### config.mk
export PLATFORM = sky130hd
export DESIGN_NAME = vid_timing_gen_flat
export DESIGN_NICKNAME = d
export VERILOG_FILES = /design/src/rtl/vid_timing_gen_if.sv /design/src/rtl/vid_timing_gen.sv /design/src/flat_wrapper.sv
export SDC_FILE = /design/constraint.sdc
export NUM_CORES = 1
export LEC_CHECK = 0
export CAP_MARGIN = 15
export CORE_UTILIZATION = 37
export DETAILED_ROUTE_END_ITERATION = 6
export GPL_TIMING_DRIVEN = 0
export PLACE_DENSITY = 0.67
export SKIP_LAST_GASP = 1
export SLEW_MARGIN = 20
export SYNTH_ARGS = -nofsm -noshare
export SYNTH_HDL_FRONTEND = slang
export SYNTH_SLANG_ARGS = --single-unit
### constraint.sdc
create_clock -name clk -period 9.2 [get_ports clk]
set_input_delay 2.76 -clock clk [delete_from_list [all_inputs] [get_ports clk]]
set_output_delay 2.76 -clock clk [all_outputs]
set_load 0.03 [all_outputs]
### src/rtl/vid_timing_gen_if.sv
// rtl/vid_timing_gen_if.sv - video output bus: pixel data, syncs, data-enable and position
interface vid_timing_gen_if #(
  parameter int DATA_WIDTH = 24
);
  logic [DATA_WIDTH-1:0] o_vid_data;
  logic                  o_vid_hsync;
  logic                  o_vid_vsync;
  logic                  o_vid_VDE;
  logic [11:0]           o_hcount;
  logic [10:0]           o_vcount;
  logic                  o_frame_start;

  modport master (
    output o_vid_data, o_vid_hsync, o_vid_vsync, o_vid_VDE,
    output o_hcount, o_vcount, o_frame_start
  );

  modport slave (
    input o_vid_data, o_vid_hsync, o_vid_vsync, o_vid_VDE,
    input o_hcount, o_vcount, o_frame_start
  );
endinterface

### src/rtl/vid_timing_gen.sv
// rtl/vid_timing_gen.sv - raster timing generator with bars/ramp/checker/grey/white test patterns
module vid_timing_gen #(
  parameter int DATA_WIDTH = 24,
  parameter int H_ACTIVE   = 1920,
  parameter int H_FP       = 88,
  parameter int H_SYNC     = 44,
  parameter int H_BP       = 148,
  parameter int V_ACTIVE   = 1080,
  parameter int V_FP       = 4,
  parameter int V_SYNC     = 5,
  parameter int V_BP       = 36,
  parameter int CHECK_LOG2 = 5
) (
  input  logic                 clk,
  input  logic                 n_rst,
  input  logic                 i_enable,
  input  logic [3:0]           sw,
  vid_timing_gen_if.master     vid
);

  // Last count value of each region; the FSMs step when the counter sits on one of these.
  localparam logic [11:0] H_ACT_END  = 12'(H_ACTIVE - 1);
  localparam logic [11:0] H_FP_END   = 12'(H_ACTIVE + H_FP - 1);
  localparam logic [11:0] H_SYNC_END = 12'(H_ACTIVE + H_FP + H_SYNC - 1);
  localparam logic [11:0] H_LAST     = 12'(H_ACTIVE + H_FP + H_SYNC + H_BP - 1);
  localparam logic [10:0] V_ACT_END  = 11'(V_ACTIVE - 1);
  localparam logic [10:0] V_FP_END   = 11'(V_ACTIVE + V_FP - 1);
  localparam logic [10:0] V_SYNC_END = 11'(V_ACTIVE + V_FP + V_SYNC - 1);
  localparam logic [10:0] V_LAST     = 11'(V_ACTIVE + V_FP + V_SYNC + V_BP - 1);
  localparam logic [14:0] H_ACT_DIV  = 15'(H_ACTIVE);

  typedef enum logic [1:0] {HS_ACT, HS_FP, HS_SYNC, HS_BP} h_state_e;
  typedef enum logic [1:0] {VS_ACT, VS_FP, VS_SYNC, VS_BP} v_state_e;

  h_state_e              h_state_q, h_state_d;
  v_state_e              v_state_q, v_state_d;
  logic [11:0]           hcount_q, hcount_d;
  logic [10:0]           vcount_q, vcount_d;
  logic [7:0]            frame_cnt_q, frame_cnt_d;
  logic [3:0]            pattern_q, pattern_d;
  logic [DATA_WIDTH-1:0] vid_data_q, vid_data_d;
  logic                  hsync_q, hsync_d;
  logic                  vsync_q, vsync_d;
  logic                  vde_q, vde_d;
  logic [11:0]           hcount_out_q, hcount_out_d;
  logic [10:0]           vcount_out_q, vcount_out_d;
  logic                  frame_start_q, frame_start_d;

  logic                  h_wrap;
  logic                  v_wrap;
  logic                  at_origin;
  logic [3:0]            pattern_cur;
  logic [14:0]           bar_num;
  logic [2:0]            bar_idx;
  logic [23:0]           pix;

  assign h_wrap    = (hcount_q == H_LAST);
  assign v_wrap    = (vcount_q == V_LAST);
  assign at_origin = (hcount_q == 12'd0) && (vcount_q == 11'd0);
  // The first pixel of a frame already uses the newly sampled pattern.
  assign pattern_cur = at_origin ? sw : pattern_q;
  assign bar_num     = {hcount_q, 3'b000};
  assign bar_idx     = 3'(bar_num / H_ACT_DIV);

  always_comb begin
    pix = 24'hFFFFFF;
    case (pattern_cur)
      4'b0000: begin
        case (bar_idx)
          3'd0:    pix = 24'hFFFFFF;
          3'd1:    pix = 24'hFF00FF;
          3'd2:    pix = 24'h00FFFF;
          3'd3:    pix = 24'h0000FF;
          3'd4:    pix = 24'hFFFF00;
          3'd5:    pix = 24'hFF0000;
          3'd6:    pix = 24'h00FF00;
          default: pix = 24'h000000;
        endcase
      end
      4'b0001: pix = {3{hcount_q[7:0]}};
      4'b0010: pix = (hcount_q[CHECK_LOG2] ^ vcount_q[CHECK_LOG2]) ? 24'h000000 : 24'hFFFFFF;
      4'b0011: pix = {3{frame_cnt_q}};
      default: pix = 24'hFFFFFF;
    endcase
  end

  always_comb begin
    hcount_d      = hcount_q;
    vcount_d      = vcount_q;
    h_state_d     = h_state_q;
    v_state_d     = v_state_q;
    frame_cnt_d   = frame_cnt_q;
    pattern_d     = pattern_q;
    vid_data_d    = '0;
    hsync_d       = 1'b0;
    vsync_d       = 1'b0;
    vde_d         = 1'b0;
    hcount_out_d  = 12'd0;
    vcount_out_d  = 11'd0;
    frame_start_d = 1'b0;

    if (!i_enable) begin
      hcount_d  = 12'd0;
      vcount_d  = 11'd0;
      h_state_d = HS_ACT;
      v_state_d = VS_ACT;
    end else begin
      hcount_d = h_wrap ? 12'd0 : hcount_q + 12'd1;
      if (h_wrap) begin
        vcount_d = v_wrap ? 11'd0 : vcount_q + 11'd1;
        if (v_wrap) begin
          frame_cnt_d = frame_cnt_q + 8'd1;
        end
      end

      if (hcount_q == H_ACT_END)       h_state_d = HS_FP;
      else if (hcount_q == H_FP_END)   h_state_d = HS_SYNC;
      else if (hcount_q == H_SYNC_END) h_state_d = HS_BP;
      else if (h_wrap)                 h_state_d = HS_ACT;

      // Vertical state only moves at the end of a line.
      if (h_wrap) begin
        if (vcount_q == V_ACT_END)       v_state_d = VS_FP;
        else if (vcount_q == V_FP_END)   v_state_d = VS_SYNC;
        else if (vcount_q == V_SYNC_END) v_state_d = VS_BP;
        else if (v_wrap)                 v_state_d = VS_ACT;
      end

      pattern_d     = pattern_cur;
      vde_d         = (h_state_q == HS_ACT) && (v_state_q == VS_ACT);
      hsync_d       = (h_state_q == HS_SYNC);
      vsync_d       = (v_state_q == VS_SYNC);
      vid_data_d    = vde_d ? DATA_WIDTH'(pix) : '0;
      hcount_out_d  = hcount_q;
      vcount_out_d  = vcount_q;
      frame_start_d = at_origin;
    end
  end

  always_ff @(posedge clk or negedge n_rst) begin
    if (!n_rst) begin
      hcount_q      <= 12'd0;
      vcount_q      <= 11'd0;
      h_state_q     <= HS_ACT;
      v_state_q     <= VS_ACT;
      frame_cnt_q   <= 8'd0;
      pattern_q     <= 4'b0000;
      vid_data_q    <= '0;
      hsync_q       <= 1'b0;
      vsync_q       <= 1'b0;
      vde_q         <= 1'b0;
      hcount_out_q  <= 12'd0;
      vcount_out_q  <= 11'd0;
      frame_start_q <= 1'b0;
    end else begin
      hcount_q      <= hcount_d;
      vcount_q      <= vcount_d;
      h_state_q     <= h_state_d;
      v_state_q     <= v_state_d;
      frame_cnt_q   <= frame_cnt_d;
      pattern_q     <= pattern_d;
      vid_data_q    <= vid_data_d;
      hsync_q       <= hsync_d;
      vsync_q       <= vsync_d;
      vde_q         <= vde_d;
      hcount_out_q  <= hcount_out_d;
      vcount_out_q  <= vcount_out_d;
      frame_start_q <= frame_start_d;
    end
  end

  assign vid.o_vid_data    = vid_data_q;
  assign vid.o_vid_hsync   = hsync_q;
  assign vid.o_vid_vsync   = vsync_q;
  assign vid.o_vid_VDE     = vde_q;
  assign vid.o_hcount      = hcount_out_q;
  assign vid.o_vcount      = vcount_out_q;
  assign vid.o_frame_start = frame_start_q;

endmodule

### src/flat_wrapper.sv
// flat-port wrapper written by rule: the top's interface ports become plain ports
module vid_timing_gen_flat 
#(
  parameter int DATA_WIDTH = 24,
  parameter int H_ACTIVE   = 1920,
  parameter int H_FP       = 88,
  parameter int H_SYNC     = 44,
  parameter int H_BP       = 148,
  parameter int V_ACTIVE   = 1080,
  parameter int V_FP       = 4,
  parameter int V_SYNC     = 5,
  parameter int V_BP       = 36,
  parameter int CHECK_LOG2 = 5
)
  (clk, n_rst, i_enable, sw, vid_o_vid_data, vid_o_vid_hsync, vid_o_vid_vsync, vid_o_vid_VDE, vid_o_hcount, vid_o_vcount, vid_o_frame_start);
  vid_timing_gen_if #(.DATA_WIDTH(DATA_WIDTH)) vid_i ();
  input  logic clk;
  input  logic n_rst;
  input  logic i_enable;
  input  logic [3:0] sw;
  output wire logic [$bits(vid_i.o_vid_data)-1:0] vid_o_vid_data;
  output wire logic [$bits(vid_i.o_vid_hsync)-1:0] vid_o_vid_hsync;
  output wire logic [$bits(vid_i.o_vid_vsync)-1:0] vid_o_vid_vsync;
  output wire logic [$bits(vid_i.o_vid_VDE)-1:0] vid_o_vid_VDE;
  output wire logic [$bits(vid_i.o_hcount)-1:0] vid_o_hcount;
  output wire logic [$bits(vid_i.o_vcount)-1:0] vid_o_vcount;
  output wire logic [$bits(vid_i.o_frame_start)-1:0] vid_o_frame_start;
  assign vid_o_vid_data = vid_i.o_vid_data;
  assign vid_o_vid_hsync = vid_i.o_vid_hsync;
  assign vid_o_vid_vsync = vid_i.o_vid_vsync;
  assign vid_o_vid_VDE = vid_i.o_vid_VDE;
  assign vid_o_hcount = vid_i.o_hcount;
  assign vid_o_vcount = vid_i.o_vcount;
  assign vid_o_frame_start = vid_i.o_frame_start;
  vid_timing_gen #(.DATA_WIDTH(DATA_WIDTH), .H_ACTIVE(H_ACTIVE), .H_FP(H_FP), .H_SYNC(H_SYNC), .H_BP(H_BP), .V_ACTIVE(V_ACTIVE), .V_FP(V_FP), .V_SYNC(V_SYNC), .V_BP(V_BP), .CHECK_LOG2(CHECK_LOG2)) u_core (.clk(clk), .n_rst(n_rst), .i_enable(i_enable), .sw(sw), .vid(vid_i));
endmodule
==> out/qor.yml, run 1 <==
floorplan:
  rows: 40
worst_hold_path:
  hold_class: "flip-flop to flip-flop"
global_route:
  grt_antenna_before_repair: 0
  maximum_number_of_pins_on_one_net_before_global_route_repair: 60
placement:
  place_inst: 709
  detailedPlace.worstSlack_ps: 3960
  io_buffer_count: 56
  globalplace.congestion: 0.868
critical_path:
  critical_path_peak_fanout: 10
drt:
  wire_length_on_met3_um: 540
  met2RoutedLength_um: 5230
  detailedRoute.firstIterationViolations: 362
synth:
  mux_share_pct: 3.54
  ff_type: "dfrtp_1"
  netlist.area_leader.share_pct: 47.9
  postSynth.asyncResetShare_pct: 100
clock_network:
  number_of_h_tree_levels: 3
  max-clock-path-buffers: 2
final_layout:
  num_antenna_cells: 0
  numnets_final: 565
  area_delta_synth_final_pct: 23.6
run:
  warnings: 29
pwr:
  p_int_mw: 0.701
  p_per_area_nw_per_um2: 166
timing:
  max-slew-margin-rel_pct: 42.8
  post-route-min-period_ps: 4590
  tns_ps: 0
status:
  status: "finished, final reports clean"
==> run 1: per-layer routing <==
layer,up-vias,GRT usage (%)
met5,-,0
met4,0,5.02
met3,13,3.12
met2,117,29.3
met1,1888,25.1
li1,1851,-
==> run 1: cells in the final DEF, fill, tap and decap left out, drive strengths merged, types with 4 or more instances in the layout <==
cell           count
nand3             16
a31oi              4
nand2b             7
nor3              14
o21a               8
a21oi             32
ha                 6
o21ai             16
xnor2             19
nand4             12
clkbuf            30
xor2              16
and3               6
nand2             39
dfrtp             90
clkdlybuf4s50     55
mux2               5
nor2              59
nor4               9
buf               10
and2              20
mux2i             11
inv               12
==> run 1: power by group through the flow <==
stage / logic [mW] / clock network, mW / registers, mW
after floorplan: 0.0648 / 0 / 0.468
after global placement: 0.160 / 0 / 0.434
after detailed placement: 0.164 / 0 / 0.434
after CTS: 0.165 / 0.382 / 0.427
after global routing: 0.179 / 0.398 / 0.429
final: 0.166 / 0.374 / 0.426
==> run 1: final timing paths <==
path / startpoint / to / cells past startpoint
max: sw[1] / u_core.vid.o_vid_data[4] / 6
min: u_core.v_state_q[0] / u_core.vid.o_vid_vsync / 1
max reg2reg: u_core.hcount_q[0] / u_core.vid.o_vid_data[8] / 15
min reg2reg: u_core.v_state_q[0] / u_core.vid.o_vid_vsync / 1
max in group asynchronous: n_rst / u_core.hcount_q[10] / 2
min in group asynchronous: n_rst / u_core.vid.o_vid_data[18] / 1
==> run 1: area by class of cell <==
class | count | area (um2) | area share [%]
multi-input combinational | 355 | 2280 | 39.2
clock inverter | 5 | 62.6 | 1.08
inverter | 12 | 45.0 | 0.775
clock buffer | 11 | 243 | 4.18
timing repair buffer | 57 | 586 | 10.1
tap | 168 | 210 | 3.62
buffer | 27 | 133 | 2.28
sequential | 90 | 2250 | 38.8
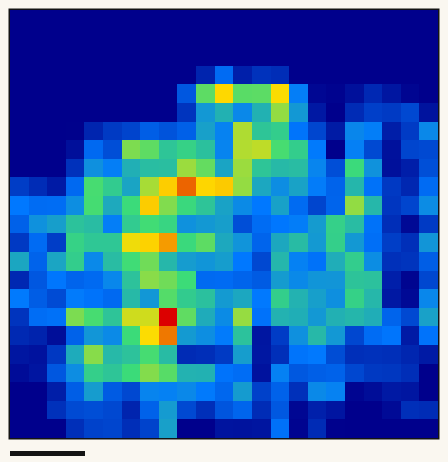
Run 1: signal metal coverage by tile
The bar under the picture is 20 um long. 23 x 23 tiles, from dark blue (low) to red (high), scaled to the fullest tile. Values are wire area over tile area, all layers added.
9.5% of the tiles are over half the peak. The fullest tile reaches 0.63. The densest ninth of the die: middle.

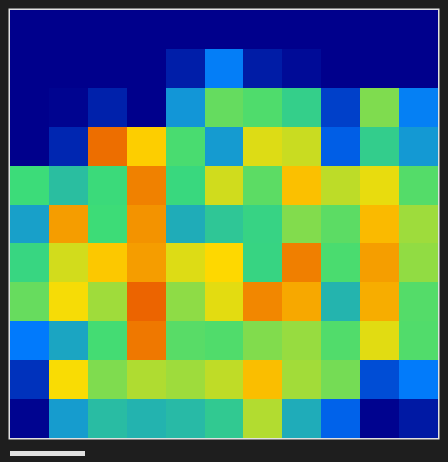
Run 1: cell density map
The bar under the picture is 20 um long. 11 x 11 tiles, from dark blue (low) to red (high), 0 to 100% covered.
The emptiest ninth of the die: top left. The fullest tile reaches 89%. 15% of the tiles are over 75% full. The mean over all tiles is 43%. 20% of the tiles are nearly empty.

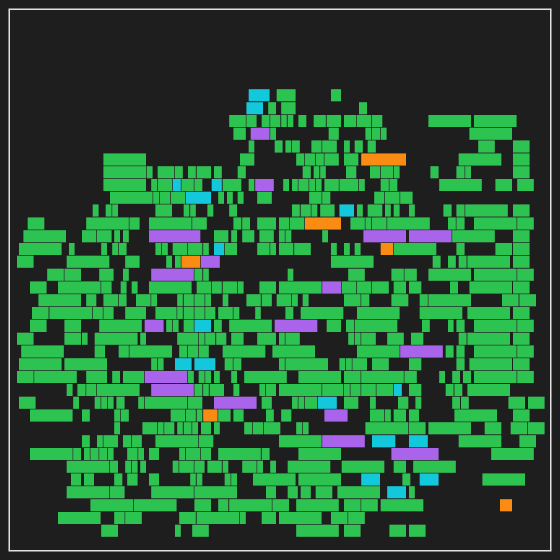
Run 1: sizing map
Key: purple = drive 6 and up [cells 17]; cyan = drive 2 [cells 17]; orange = drive 3 to 4 [cells 6]; green = drive 1 or less [cells 517]

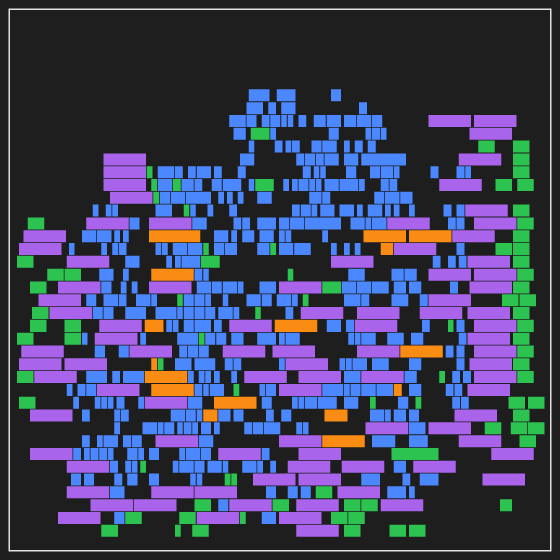
Run 1: placement by cell class
Key: orange = clock drivers and dummy loads [cells 16]; blue = all other logic [cells 367]; purple = flip-flops [cells 90]; green = other buffers and delay cells [cells 84]

==> run 2: changes to the inputs <==
Clock period 9.2 ns to 4.6 ns, I/O delays scaled along.
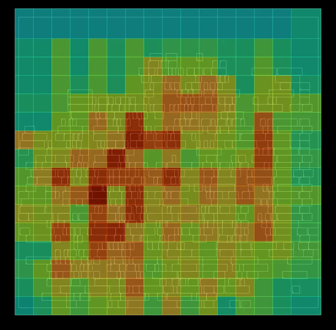
Run 2: routing congestion
GRT Total Usage: 18.1%
Top Usage Layer GRT: met2
global-route track usage on met1: 25.1%

==> run 2 against run 1 <==
Net effect:
- critical path depth is 10 higher
- sequential cell count did not move
- clock power grew 100%
- final area up 0.26%
- area after synthesis did not move
- register-to-register slack worse by 4500 ps
- combinational power increased by 100%
- critical endpoint is now u_core.vid.o_vid_data[8]
==> out/qor.yml, run 2 <==
status:
  status: "finished, final reports clean"  # unchanged
timing:
  post-route-min-period_ps: 4280
  tns_ps: 0  # unchanged
  max-slew-margin-rel_pct: 48.8  # was 42.8%
  final_min_period_over_clock_period_pct: 93.1
  finalClockSkew_ps: 6.65  # was 6.77 ps
final_layout:
  num_antenna_cells: 0  # unchanged
  mostFrequentLayoutCells: "dfrtp_1 (88), nor2_1 (59), clkdlybuf4s50_1 (55)"  # was dfrtp_1 (90), nor2_1 (59), clkdlybuf4s50_1 (55)
  area_delta_synth_final_pct: 24.0  # was 23.6%
  mostFrequentLayoutCell: "dfrtp_1"  # unchanged
  numnets_final: 565  # unchanged
placement:
  io_buffer_count: 56  # unchanged
  globalplace.congestion: 0.868  # unchanged
  detailedPlace.worstSlack_ps: 281  # was 3960 ps
  place_inst: 709  # unchanged
run:
  warnings: 29  # unchanged
critical_path:
  worst_setup_path_startpoint: "u_core.hcount_q[0]"  # was sw[1]
  critical_path.reg2reg.endpoint: "u_core.vid.o_vid_data[8]"  # unchanged
  critical_path_peak_fanout: 10  # unchanged
  worstSetupPathDepth: 16  # was 6
worst_hold_path:
  hold_class: "flip-flop to flip-flop"  # unchanged
  holdPathStages: 1  # unchanged
  worstHoldStart: "u_core.v_state_q[0]"  # unchanged
synth:
  ff_type: "dfrtp_1"  # unchanged
  enable_flop_cells: 0  # unchanged
  yosys.area_share.aoi_pct: 14.5  # unchanged
  mux_share_pct: 3.54  # unchanged
  netlist.area_leader.share_pct: 47.9  # unchanged
drt:
  detailedRoute.firstIterationViolations: 289  # was 362
global_route:
  maximum_number_of_pins_on_one_net_before_global_route_repair: 60  # unchanged
clock_network:
  number_of_h_tree_levels: 3  # unchanged
  max-clock-path-buffers: 2  # unchanged
  cts_buffers: 9  # unchanged
  cts_sinks: 90  # unchanged
  tritoncts: "yes"  # unchanged
pwr:
  p_per_area_nw_per_um2: 332  # was 166 nW/um2
floorplan:
  floorplan.core_util_pct: 38.5  # unchanged
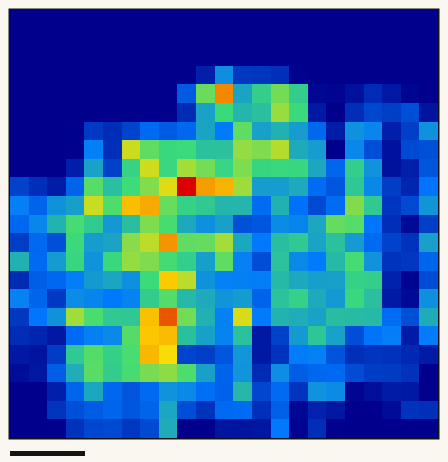
Run 2: signal metal coverage by tile
The bar under the picture is 20 um long. 23 x 23 tiles, from dark blue (low) to red (high), scaled to the fullest tile. Values are wire area over tile area, all layers added.
The fullest tile reaches 0.58. 27% of the tiles are nearly empty. The emptiest ninth of the die: top left. The densest ninth of the die: middle. The mean over all tiles is 0.13. 12% of the tiles are over half the peak.

==> run 2: where the power goes <==
part	internal (mW)	switching, mW
sequential	0.836	0.0177
clock	0.440	0.308
combinational	0.126	0.205
total	1.40	0.531
==> run 2: timing repair <==
item                                    CTS  global route
resized                                   0             4
endpoints found under the setup margin    0             8
hold endpoints to repair                  0             0
buffers inserted                          0             0
==> run 2: cell families after synthesis <==
kind of cell,after synthesis
adder cells (fa/ha/maj),6
multiplexers,16
XOR/XNOR,35
AND-OR/OR-AND,97
flip-flops,90
AND/OR/NAND/NOR,201
buffers and inverters,39
==> run 2: cell type report <==
| type | count | area, um2 |
|---|---|---|
| plain buffers | 27 | 133 |
| clock buffers | 11 | 243 |
| clock inverters | 5 | 62.6 |
| fillers | 1160 | 6390 |
| inverters | 12 | 45.0 |
| multi-input cells | 355 | 2290 |
| flip-flops and latches | 90 | 2250 |
| well taps | 168 | 210 |
| repair buffers | 57 | 586 |
==> run 2: worst max-delay path by stage <==
stage                                 to  slack, ps
4_1_cts         u_core.vid.o_vid_data[8]        250
3_5_place_dp    u_core.vid.o_vid_data[8]        280
6_report        u_core.vid.o_vid_data[8]        320
2_1_floorplan  u_core.vid.o_vid_data[10]        860
5_1_grt         u_core.vid.o_vid_data[8]         70
3_3_place_gp      u_core.vid.o_hcount[4]       -970
==> run 2: stage by stage <==
stage / power, mW / hold WS [ps]
global route: 2.01 / 468
finish: 1.93 / 440
global placement: 1.19 / 432
CTS: 1.95 / 445
detailed placement: 1.20 / 434
floorplan: 1.07 / 407
==> run 2: layer usage <==
layer | global-route usage, % | part of all wire, %
met3 | 3.12 | 4.1
met5 | 0 | 0
met1 | 25.1 | 49
met2 | 29.3 | 46
met4 | 5.02 | 1.1
==> run 3: changes to the inputs <==
Settings changed: MAX_ROUTING_LAYER set to met4.
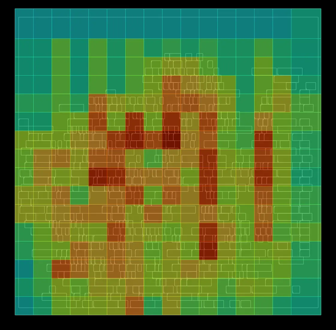
Run 3: routing congestion
met2 track utilization from global routing: 29.7%
met3 capacity usage during global routing: 4.13%
Util after Layout: 47.7%

==> run 3 against run 2 <==
Net effect:
- first-iteration DRC count grew 2.4%
- combinational power is essentially flat
- via count shrank 0.49%
- critical path type unchanged
- highest routed layer unchanged
==> out/qor.yml, run 3 <==
final_layout:
  area_delta_synth_final_pct: 23.9  # was 24.0%
  numnets_final: 565  # unchanged
  num_antenna_cells: 0  # unchanged
  mostFrequentLayoutCells: "dfrtp_1 (90), nor2_1 (59), clkdlybuf4s50_1 (55)"  # was dfrtp_1 (88), nor2_1 (59), clkdlybuf4s50_1 (55)
placement:
  place_inst: 709  # unchanged
  detailedPlace.worstSlack_ps: 279  # was 281 ps
  io_buffer_count: 56  # unchanged
  globalplace.congestion: 0.887  # was 0.868
global_route:
  maximum_number_of_pins_on_one_net_before_global_route_repair: 60  # unchanged
  grt_antenna_before_repair: 0  # unchanged
  grt_util_met1_pct: 24.2  # was 25.1%
  grt_use_total_pct: 18.8  # was 18.1%
clock_network:
  cts_buffers: 9  # unchanged
  number_of_h_tree_levels: 3  # unchanged
  max-clock-path-buffers: 2  # unchanged
  cts_sinks: 90  # unchanged
  tritoncts: "yes"  # unchanged
timing:
  finalClockSkew_ps: 5.73  # was 6.65 ps
  tns_ps: 0  # unchanged
  post-route-min-period_ps: 4360  # was 4280 ps
  max-slew-margin-rel_pct: 48.2  # was 48.8%
  final_min_period_over_clock_period_pct: 94.7  # was 93.1%
drt:
  met2RoutedLength_um: 5300  # was 5270 um
  routed.top_layer: "met4"  # unchanged
  met1Wirelength_um: 5300  # was 5520 um
  detailedRoute.firstIterationViolations: 296  # was 289
synth:
  ff_type: "dfrtp_1"  # unchanged
  enable_flop_cells: 0  # unchanged
  synth_top_cell_by_count: "dfrtp_1"  # unchanged
  netlist.area_leader.share_pct: 47.9  # unchanged
  postSynth.asyncResetShare_pct: 100  # unchanged
critical_path:
  timing.critical_path.arrival_ps: 4570  # was 4480 ps
pwr:
  design_power_total_mw: 1.93  # about the same
  p_per_area_nw_per_um2: 331  # was 332 nW/um2
floorplan:
  floorplan.core_util_pct: 38.5  # unchanged
run:
  warnings: 29  # unchanged
status:
  status: "finished, final reports clean"  # unchanged
worst_hold_path:
  hold_class: "flip-flop to flip-flop"  # unchanged
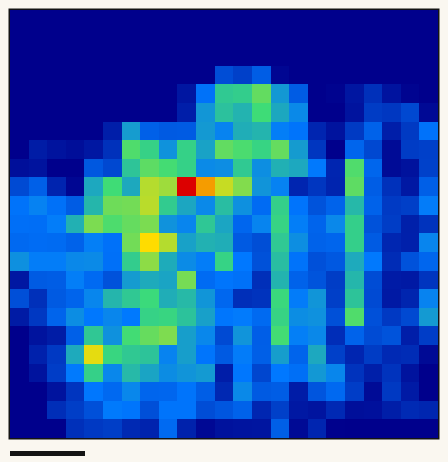
Run 3: signal metal coverage by tile
The bar under the picture is 20 um long. 23 x 23 tiles, from dark blue (low) to red (high), scaled to the fullest tile. Values are wire area over tile area, all layers added.
6.6% of the tiles are over half the peak. The fullest tile reaches 0.72. The densest ninth of the die: middle.

==> run 3: cell counts after synthesis <==
Identical to the previous run, type by type.
==> run 3: cell families after synthesis <==
group / count (synthesis) / share of synthesized area, %
simple gates: 201 / 22.2
compound gates: 97 / 14.5
flops: 90 / 47.9
buf+inv: 39 / 3.78
xor+xnor: 35 / 6.52
mux: 16 / 3.54
fa+ha+maj: 6 / 1.60
==> run 3: repair_timing <==
action                                  CTS  global route
hold buffers                              0             0
resized                                   0             3
buffers inserted                          0             0
endpoints found under the setup margin    0             8
==> run 3: power by group <==
group	leakage [nW]	switching (mW)	total [mW]	internal [mW]
Sequential	1.20	0.0184	0.854	0.835
Combinational	1.08	0.204	0.330	0.126
Clock	0.146	0.317	0.743	0.425
Total	2.42	0.540	1.93	1.39
==> run 3: path summary, 6_finish.rpt <==
| check | startpoint | end | slack, ps | depth (start not counted) |
|---|---|---|---|---|
| max | u_core.hcount_q[0] | u_core.vid.o_vid_data[9] | 240 | 16 |
| min | u_core.v_state_q[0] | u_core.vid.o_vid_vsync | 440 | 1 |
| max reg2reg | u_core.hcount_q[0] | u_core.vid.o_vid_data[9] | 240 | 16 |
| min reg2reg | u_core.v_state_q[0] | u_core.vid.o_vid_vsync | 440 | 1 |
| max in group asynchronous | n_rst | u_core.hcount_q[11] | 3020 | 2 |
| min in group asynchronous | n_rst | u_core.vid.o_frame_start | 970 | 1 |
==> run 3: layout make-up <==
cell class	instances	area, um2	share of cell area [%]
multi-input cells	355	2290	39.4
plain buffers	27	133	2.28
well taps	168	210	3.61
clock inverters	7	77.6	1.33
clock buffers	9	225	3.87
flip-flops and latches	90	2250	38.7
repair buffers	57	586	10.1
inverters	12	45.0	0.774
Power is estimated from default activity; no workload was simulated.
